--- src/rtl/instn_decode_pipe_if.sv ---
// -----------------------------------------------------------------------------
// instn_decode_pipe_if
// Handshake and data bundle between fetch, the decode stage and its consumer.
//   in_*  : fetched beat (valid/ready, lane mask, LANES x 32-bit instructions,
//           PC of lane 0)
//   out_* : decoded beat (valid/ready, lane mask, per-lane decoded fields)
// Modports:
//   slave  : the decode stage (consumes in_*, produces out_*)
//   master : the environment around it (produces in_*, consumes out_*)
// -----------------------------------------------------------------------------
interface instn_decode_pipe_if #(
    parameter int LANES = 1
);
    logic                  in_valid;
    logic                  in_ready;
    logic [LANES-1:0]      in_lane_valid;
    logic [32*LANES-1:0]   in_instn;
    logic [31:0]           in_pc;

    logic                  out_valid;
    logic                  out_ready;
    logic [LANES-1:0]      out_lane_valid;
    logic [32*LANES-1:0]   out_pc;
    logic [7*LANES-1:0]    out_op;
    logic [3*LANES-1:0]    out_funct3;
    logic [7*LANES-1:0]    out_funct7;
    logic [5*LANES-1:0]    out_rs1;
    logic [5*LANES-1:0]    out_rs2;
    logic [5*LANES-1:0]    out_rd;
    logic [32*LANES-1:0]   out_imm;
    logic [3*LANES-1:0]    out_imm_type;
    logic [LANES-1:0]      out_rs1_used;
    logic [LANES-1:0]      out_rs2_used;
    logic [LANES-1:0]      out_rd_wen;
    logic [LANES-1:0]      out_illegal;

    modport slave (
        input  in_valid, in_lane_valid, in_instn, in_pc, out_ready,
        output in_ready, out_valid, out_lane_valid, out_pc, out_op, out_funct3,
               out_funct7, out_rs1, out_rs2, out_rd, out_imm, out_imm_type,
               out_rs1_used, out_rs2_used, out_rd_wen, out_illegal
    );

    modport master (
        output in_valid, in_lane_valid, in_instn, in_pc, out_ready,
        input  in_ready, out_valid, out_lane_valid, out_pc, out_op, out_funct3,
               out_funct7, out_rs1, out_rs2, out_rd, out_imm, out_imm_type,
               out_rs1_used, out_rs2_used, out_rd_wen, out_illegal
    );
endinterface

--- src/rtl/instn_decode_pipe.sv ---
// -----------------------------------------------------------------------------
// instn_decode_pipe
// Registered RV32I decode stage. Decodes LANES instructions per beat into
// fields, a format-selected sign-extended immediate, register-use flags and an
// illegal flag. Results sit in a main register (M) with a skid register (S)
// behind it so in_ready comes straight from a flop.
// Ports:
//   clk     : clock, rising edge
//   reset_n : asynchronous active-low reset
//   flush   : synchronous kill of every buffered beat and of the input beat
//   bus     : instn_decode_pipe_if.slave (input beat / decoded output beat)
// Parameters:
//   LANES       : instructions per beat (1..4)
//   ILLEGAL_CHK : 1 adds funct3/funct7 legality checks, 0 checks opcode only
// -----------------------------------------------------------------------------
module instn_decode_pipe #(
    parameter int LANES       = 1,
    parameter bit ILLEGAL_CHK = 1'b1
) (
    input  logic                clk,
    input  logic                reset_n,
    input  logic                flush,
    instn_decode_pipe_if.slave  bus
);

    localparam logic [6:0] OPC_LOAD   = 7'b0000011;
    localparam logic [6:0] OPC_OP_IMM = 7'b0010011;
    localparam logic [6:0] OPC_JALR   = 7'b1100111;
    localparam logic [6:0] OPC_SYSTEM = 7'b1110011;
    localparam logic [6:0] OPC_STORE  = 7'b0100011;
    localparam logic [6:0] OPC_BRANCH = 7'b1100011;
    localparam logic [6:0] OPC_LUI    = 7'b0110111;
    localparam logic [6:0] OPC_AUIPC  = 7'b0010111;
    localparam logic [6:0] OPC_JAL    = 7'b1101111;
    localparam logic [6:0] OPC_OP     = 7'b0110011;
    localparam logic [6:0] OPC_FENCE  = 7'b0001111;

    localparam logic [6:0] F7_ZERO = 7'b0000000;
    localparam logic [6:0] F7_ALT  = 7'b0100000;

    localparam logic [2:0] IMM_R = 3'd0;
    localparam logic [2:0] IMM_I = 3'd1;
    localparam logic [2:0] IMM_S = 3'd2;
    localparam logic [2:0] IMM_B = 3'd3;
    localparam logic [2:0] IMM_U = 3'd4;
    localparam logic [2:0] IMM_J = 3'd5;

    typedef struct packed {
        logic [31:0] pc;
        logic [6:0]  op;
        logic [2:0]  funct3;
        logic [6:0]  funct7;
        logic [4:0]  rs1;
        logic [4:0]  rs2;
        logic [4:0]  rd;
        logic [31:0] imm;
        logic [2:0]  imm_type;
        logic        rs1_used;
        logic        rs2_used;
        logic        rd_wen;
        logic        illegal;
    } lane_t;

    typedef struct packed {
        logic [LANES-1:0]  lane_valid;
        lane_t [LANES-1:0] lane;
    } beat_t;

    function automatic lane_t decode_lane(input logic [31:0] instn,
                                          input logic [31:0] pc,
                                          input logic        lane_vld);
        lane_t      d;
        logic       known;
        logic       bad_fn;
        logic       uses_rs1;
        logic       uses_rs2;
        logic       writes_rd;
        logic       illegal;
        logic [2:0] f3;
        logic [6:0] f7;

        f3 = instn[14:12];
        f7 = instn[31:25];

        d          = '0;
        d.pc       = pc;
        d.op       = instn[6:0];
        d.funct3   = f3;
        d.funct7   = f7;
        d.rs1      = instn[19:15];
        d.rs2      = instn[24:20];
        d.rd       = instn[11:7];
        d.imm_type = IMM_R;

        known     = 1'b1;
        bad_fn    = 1'b0;
        uses_rs1  = 1'b0;
        uses_rs2  = 1'b0;
        writes_rd = 1'b0;

        case (instn[6:0])
            OPC_LOAD: begin
                d.imm_type = IMM_I;
                uses_rs1   = 1'b1;
                writes_rd  = 1'b1;
                bad_fn     = (f3 == 3'b011) || (f3 == 3'b110) || (f3 == 3'b111);
            end
            OPC_OP_IMM: begin
                d.imm_type = IMM_I;
                uses_rs1   = 1'b1;
                writes_rd  = 1'b1;
                // Only the shift encodings constrain funct7; SRAI is the lone alt form.
                if (f3 == 3'b001) begin
                    bad_fn = (f7 != F7_ZERO);
                end else if (f3 == 3'b101) begin
                    bad_fn = (f7 != F7_ZERO) && (f7 != F7_ALT);
                end
            end
            OPC_JALR: begin
                d.imm_type = IMM_I;
                uses_rs1   = 1'b1;
                writes_rd  = 1'b1;
                bad_fn     = (f3 != 3'b000);
            end
            OPC_SYSTEM: begin
                d.imm_type = IMM_I;
            end
            OPC_STORE: begin
                d.imm_type = IMM_S;
                uses_rs1   = 1'b1;
                uses_rs2   = 1'b1;
                bad_fn     = (f3 > 3'b010);
            end
            OPC_BRANCH: begin
                d.imm_type = IMM_B;
                uses_rs1   = 1'b1;
                uses_rs2   = 1'b1;
                bad_fn     = (f3 == 3'b010) || (f3 == 3'b011);
            end
            OPC_LUI, OPC_AUIPC: begin
                d.imm_type = IMM_U;
                writes_rd  = 1'b1;
            end
            OPC_JAL: begin
                d.imm_type = IMM_J;
                writes_rd  = 1'b1;
            end
            OPC_OP: begin
                uses_rs1  = 1'b1;
                uses_rs2  = 1'b1;
                writes_rd = 1'b1;
                // SUB and SRA are the only funct7=0100000 forms.
                bad_fn    = !((f7 == F7_ZERO) ||
                              ((f7 == F7_ALT) && ((f3 == 3'b000) || (f3 == 3'b101))));
            end
            OPC_FENCE: begin
            end
            default: begin
                known = 1'b0;
            end
        endcase

        illegal = (instn[1:0] != 2'b11) || !known || (ILLEGAL_CHK && bad_fn);

        if (illegal) begin
            d.imm_type = IMM_R;
        end

        case (d.imm_type)
            IMM_I:   d.imm = {{20{instn[31]}}, instn[31:20]};
            IMM_S:   d.imm = {{20{instn[31]}}, instn[31:25], instn[11:7]};
            IMM_B:   d.imm = {{19{instn[31]}}, instn[31], instn[7], instn[30:25],
                              instn[11:8], 1'b0};
            IMM_U:   d.imm = {instn[31:12], 12'b0};
            IMM_J:   d.imm = {{11{instn[31]}}, instn[31], instn[19:12], instn[20],
                              instn[30:21], 1'b0};
            default: d.imm = '0;
        endcase

        d.illegal  = lane_vld && illegal;
        d.rs1_used = lane_vld && !illegal && uses_rs1;
        d.rs2_used = lane_vld && !illegal && uses_rs2;
        d.rd_wen   = lane_vld && !illegal && writes_rd && (instn[11:7] != 5'd0);
        return d;
    endfunction

    beat_t in_beat;
    beat_t m_q, m_d;
    beat_t s_q, s_d;
    logic  m_valid_q, m_valid_d;
    logic  s_valid_q, s_valid_d;
    logic  in_ready_q, in_ready_d;
    logic  accept;
    logic  drain;

    always_comb begin
        in_beat            = '0;
        in_beat.lane_valid = bus.in_lane_valid;
        for (int k = 0; k < LANES; k++) begin
            in_beat.lane[k] = decode_lane(bus.in_instn[32*k +: 32],
                                          bus.in_pc + 32'(4 * k),
                                          bus.in_lane_valid[k]);
        end
    end

    assign accept = bus.in_valid & in_ready_q;
    assign drain  = m_valid_q & bus.out_ready;

    always_comb begin
        m_d       = m_q;
        s_d       = s_q;
        m_valid_d = m_valid_q;
        s_valid_d = s_valid_q;

        if (flush) begin
            m_valid_d = 1'b0;
            s_valid_d = 1'b0;
        end else if (drain) begin
            // in_ready is low whenever S holds a beat, so S->M and accept never coincide.
            if (s_valid_q) begin
                m_d       = s_q;
                s_valid_d = 1'b0;
            end else if (accept) begin
                m_d = in_beat;
            end else begin
                m_valid_d = 1'b0;
            end
        end else if (accept) begin
            if (!m_valid_q) begin
                m_d       = in_beat;
                m_valid_d = 1'b1;
            end else begin
                s_d       = in_beat;
                s_valid_d = 1'b1;
            end
        end

        in_ready_d = !s_valid_d;
    end

    always_ff @(posedge clk or negedge reset_n) begin
        if (!reset_n) begin
            m_q        <= '0;
            s_q        <= '0;
            m_valid_q  <= 1'b0;
            s_valid_q  <= 1'b0;
            in_ready_q <= 1'b1;
        end else begin
            m_q        <= m_d;
            s_q        <= s_d;
            m_valid_q  <= m_valid_d;
            s_valid_q  <= s_valid_d;
            in_ready_q <= in_ready_d;
        end
    end

    assign bus.in_ready       = in_ready_q;
    assign bus.out_valid      = m_valid_q;
    assign bus.out_lane_valid = m_q.lane_valid;

    for (genvar k = 0; k < LANES; k++) begin : g_out
        assign bus.out_pc[32*k +: 32]      = m_q.lane[k].pc;
        assign bus.out_op[7*k +: 7]        = m_q.lane[k].op;
        assign bus.out_funct3[3*k +: 3]    = m_q.lane[k].funct3;
        assign bus.out_funct7[7*k +: 7]    = m_q.lane[k].funct7;
        assign bus.out_rs1[5*k +: 5]       = m_q.lane[k].rs1;
        assign bus.out_rs2[5*k +: 5]       = m_q.lane[k].rs2;
        assign bus.out_rd[5*k +: 5]        = m_q.lane[k].rd;
        assign bus.out_imm[32*k +: 32]     = m_q.lane[k].imm;
        assign bus.out_imm_type[3*k +: 3]  = m_q.lane[k].imm_type;
        assign bus.out_rs1_used[k]         = m_q.lane[k].rs1_used;
        assign bus.out_rs2_used[k]         = m_q.lane[k].rs2_used;
        assign bus.out_rd_wen[k]           = m_q.lane[k].rd_wen;
        assign bus.out_illegal[k]          = m_q.lane[k].illegal;
    end

endmodule

--- src/flat_wrapper.sv ---
// flat-port wrapper written by rule: the top's interface ports become plain ports
module instn_decode_pipe_flat 
#(
    parameter int LANES       = 1,
    parameter bit ILLEGAL_CHK = 1'b1
)
  (clk, reset_n, flush, bus_in_valid, bus_in_lane_valid, bus_in_instn, bus_in_pc, bus_out_ready, bus_in_ready, bus_out_valid, bus_out_lane_valid, bus_out_pc, bus_out_op, bus_out_funct3, bus_out_funct7, bus_out_rs1, bus_out_rs2, bus_out_rd, bus_out_imm, bus_out_imm_type, bus_out_rs1_used, bus_out_rs2_used, bus_out_rd_wen, bus_out_illegal);
  instn_decode_pipe_if #(.LANES(LANES)) bus_i ();
  input  logic clk;
  input  logic reset_n;
  input  logic flush;
  input wire logic [$bits(bus_i.in_valid)-1:0] bus_in_valid;
  input wire logic [$bits(bus_i.in_lane_valid)-1:0] bus_in_lane_valid;
  input wire logic [$bits(bus_i.in_instn)-1:0] bus_in_instn;
  input wire logic [$bits(bus_i.in_pc)-1:0] bus_in_pc;
  input wire logic [$bits(bus_i.out_ready)-1:0] bus_out_ready;
  output wire logic [$bits(bus_i.in_ready)-1:0] bus_in_ready;
  output wire logic [$bits(bus_i.out_valid)-1:0] bus_out_valid;
  output wire logic [$bits(bus_i.out_lane_valid)-1:0] bus_out_lane_valid;
  output wire logic [$bits(bus_i.out_pc)-1:0] bus_out_pc;
  output wire logic [$bits(bus_i.out_op)-1:0] bus_out_op;
  output wire logic [$bits(bus_i.out_funct3)-1:0] bus_out_funct3;
  output wire logic [$bits(bus_i.out_funct7)-1:0] bus_out_funct7;
  output wire logic [$bits(bus_i.out_rs1)-1:0] bus_out_rs1;
  output wire logic [$bits(bus_i.out_rs2)-1:0] bus_out_rs2;
  output wire logic [$bits(bus_i.out_rd)-1:0] bus_out_rd;
  output wire logic [$bits(bus_i.out_imm)-1:0] bus_out_imm;
  output wire logic [$bits(bus_i.out_imm_type)-1:0] bus_out_imm_type;
  output wire logic [$bits(bus_i.out_rs1_used)-1:0] bus_out_rs1_used;
  output wire logic [$bits(bus_i.out_rs2_used)-1:0] bus_out_rs2_used;
  output wire logic [$bits(bus_i.out_rd_wen)-1:0] bus_out_rd_wen;
  output wire logic [$bits(bus_i.out_illegal)-1:0] bus_out_illegal;
  assign bus_i.in_valid = bus_in_valid;
  assign bus_i.in_lane_valid = bus_in_lane_valid;
  assign bus_i.in_instn = bus_in_instn;
  assign bus_i.in_pc = bus_in_pc;
  assign bus_i.out_ready = bus_out_ready;
  assign bus_in_ready = bus_i.in_ready;
  assign bus_out_valid = bus_i.out_valid;
  assign bus_out_lane_valid = bus_i.out_lane_valid;
  assign bus_out_pc = bus_i.out_pc;
  assign bus_out_op = bus_i.out_op;
  assign bus_out_funct3 = bus_i.out_funct3;
  assign bus_out_funct7 = bus_i.out_funct7;
  assign bus_out_rs1 = bus_i.out_rs1;
  assign bus_out_rs2 = bus_i.out_rs2;
  assign bus_out_rd = bus_i.out_rd;
  assign bus_out_imm = bus_i.out_imm;
  assign bus_out_imm_type = bus_i.out_imm_type;
  assign bus_out_rs1_used = bus_i.out_rs1_used;
  assign bus_out_rs2_used = bus_i.out_rs2_used;
  assign bus_out_rd_wen = bus_i.out_rd_wen;
  assign bus_out_illegal = bus_i.out_illegal;
  instn_decode_pipe #(.LANES(LANES), .ILLEGAL_CHK(ILLEGAL_CHK)) u_core (.clk(clk), .reset_n(reset_n), .flush(flush), .bus(bus_i));
endmodule
--- config.mk ---
export PLATFORM = sky130hd
export DESIGN_NAME = instn_decode_pipe_flat
export DESIGN_NICKNAME = d
export VERILOG_FILES = /design/src/rtl/instn_decode_pipe_if.sv /design/src/rtl/instn_decode_pipe.sv /design/src/flat_wrapper.sv
export SDC_FILE = /design/constraint.sdc
export NUM_CORES = 1
export LEC_CHECK = 0
export ABC_AREA = 0
export CAP_MARGIN = 5
export CORE_UTILIZATION = 47
export DETAILED_ROUTE_END_ITERATION = 8
export GPL_TIMING_DRIVEN = 0
export PLACE_DENSITY = 0.76
export SYNTH_ARGS = -nofsm -noshare
export SYNTH_HDL_FRONTEND = slang
export SYNTH_SLANG_ARGS = --single-unit
--- constraint.sdc ---
create_clock -name clk -period 1.9 [get_ports clk]
set_input_delay 0.38 -clock clk [delete_from_list [all_inputs] [get_ports clk]]
set_output_delay 0.38 -clock clk [all_outputs]
set_load 0.01 [all_outputs]
### Signal wires by layer

(2 px per um)
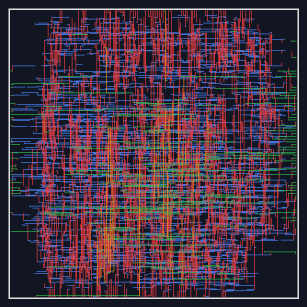
legend:
  met2:
    color: red
    wire_length: 14100 um
  met4:
    color: orange
    wire_length: 882 um
  met1:
    color: blue
    wire_length: 12500 um
  met3:
    color: green
    wire_length: 2670 um

### The clock network

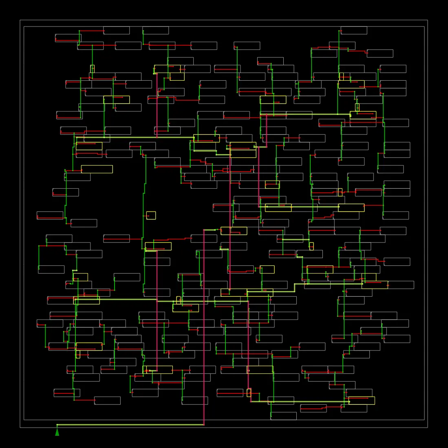
Num CTS Buffers: 22
Clock Sinks: 211

### Port wiring

(3 px per um)
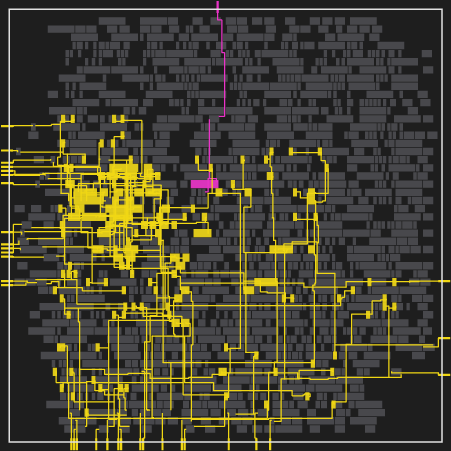
legend:
  bus_in_instn:
    color: yellow
    bits: 32
    direction: input
    edge: 15 bottom, 14 left, 3 right
    end_cells: 151
    buffers: 39
    wire: 3700 um
  bus_out_rs2_used:
    color: magenta
    bits: 1
    direction: output
    edge: top
    end_cells: 1
    buffers: 1
    wire: 68.6 um

[power groups by stage]
| stage | combinational [W] | sequential, W | clock [W] |
|---|---|---|---|
| 5_1_grt | 0.00281 | 0.00587 | 0.00451 |
| 2_1_floorplan | 0.000990 | 0.00592 | 0 |
| 6_report | 0.00256 | 0.00579 | 0.00430 |
| 4_1_cts | 0.00255 | 0.00578 | 0.00433 |
| 3_5_place_dp | 0.00249 | 0.00585 | 0 |
| 3_3_place_gp | 0.00242 | 0.00583 | 0 |
[cells by family (layout without fill, tap and decap cells)]
group | Yosys count | in the layout | synth area share
AND-OR/OR-AND | 226 | 226 | 0.153
XOR/XNOR | 1 | 1 | 0.000928
buffers and inverters | 88 | 316 | 0.0399
flip-flops | 211 | 211 | 0.559
multiplexers | 1 | 1 | 0.00106
AND/OR/NAND/NOR | 563 | 563 | 0.246
==> deck_impl_summary.md <==
Physical Implementation Snapshot

GRT
  • Total track usage: 0.293
  • Antenna violations before repair: 0
  • Grt met3 use: 0.0510

Run status
  • Status: completed

Setup path
  • CP max FO: 2
  • CP max-delay cell: clkdlybuf4s50_1
  • R2R setup slack: ~29 ps
  • Crit. Startpoint: u_core.bus.out_imm[0]$_DFFE_PN0P_
  • CP Data Required Time: 1520 ps
  • Launching point of the worst reg2reg path: u_core.bus.out_valid$_DFFE_PN0P_
  • CP cell instances: clkdlybuf4s50_1

Cells and area
  • Layout cells sized above 1: 0.131
  • Most numerous logic cell after layout: nand2_1
  • Layout area overhead: 35.1%
  • Finished Layout Cells: 1583
  • Flop area: 5280 um^2
  • # diodes: 0
  • Inverters: 5

Synth
  • Syn avg cell area: 8.66 um^2
  • Largest cells by area: dfrtp_1 56%, nand2_1 15%, a31oi_1 6.4%
  • Post-synth EDFFs: 0
  • Netlist Area Pre-Place: 9440 um^2

Floorplan
  • Core ar.: 19600 um^2

Placement
  • Placed cell areas: 11700 um^2
  • Setup WS pre-CTS: -1170 ps

Route
  • Routed wl met3: ~2700 um
  • Post-route ant nets: 0
  • # DRC: 0

Clock tree
  • Post-cts hold-fix buffer tally: 1
  • Post-CTS resize count: 94
  • Total setup buffers inserted after CTS: 10
  • Longest Clk Path Bufs: 3
  • Root buf cell: clkbuf_16

STA
  • RSZ-0062 raised after global routing: true
  • Clk_skew: between 15 and 20 ps
  • Hold Vio Cnt, Final: 0

Pwr
  • Internal: 0.00916 W
  • Leakage: 5.70 nW
  • Clock power frac: 0.340

Min path
  • Hold Crit Start: bus_in_instn[13]
Power figures rest on the tool's default switching activity, not on a simulated workload.
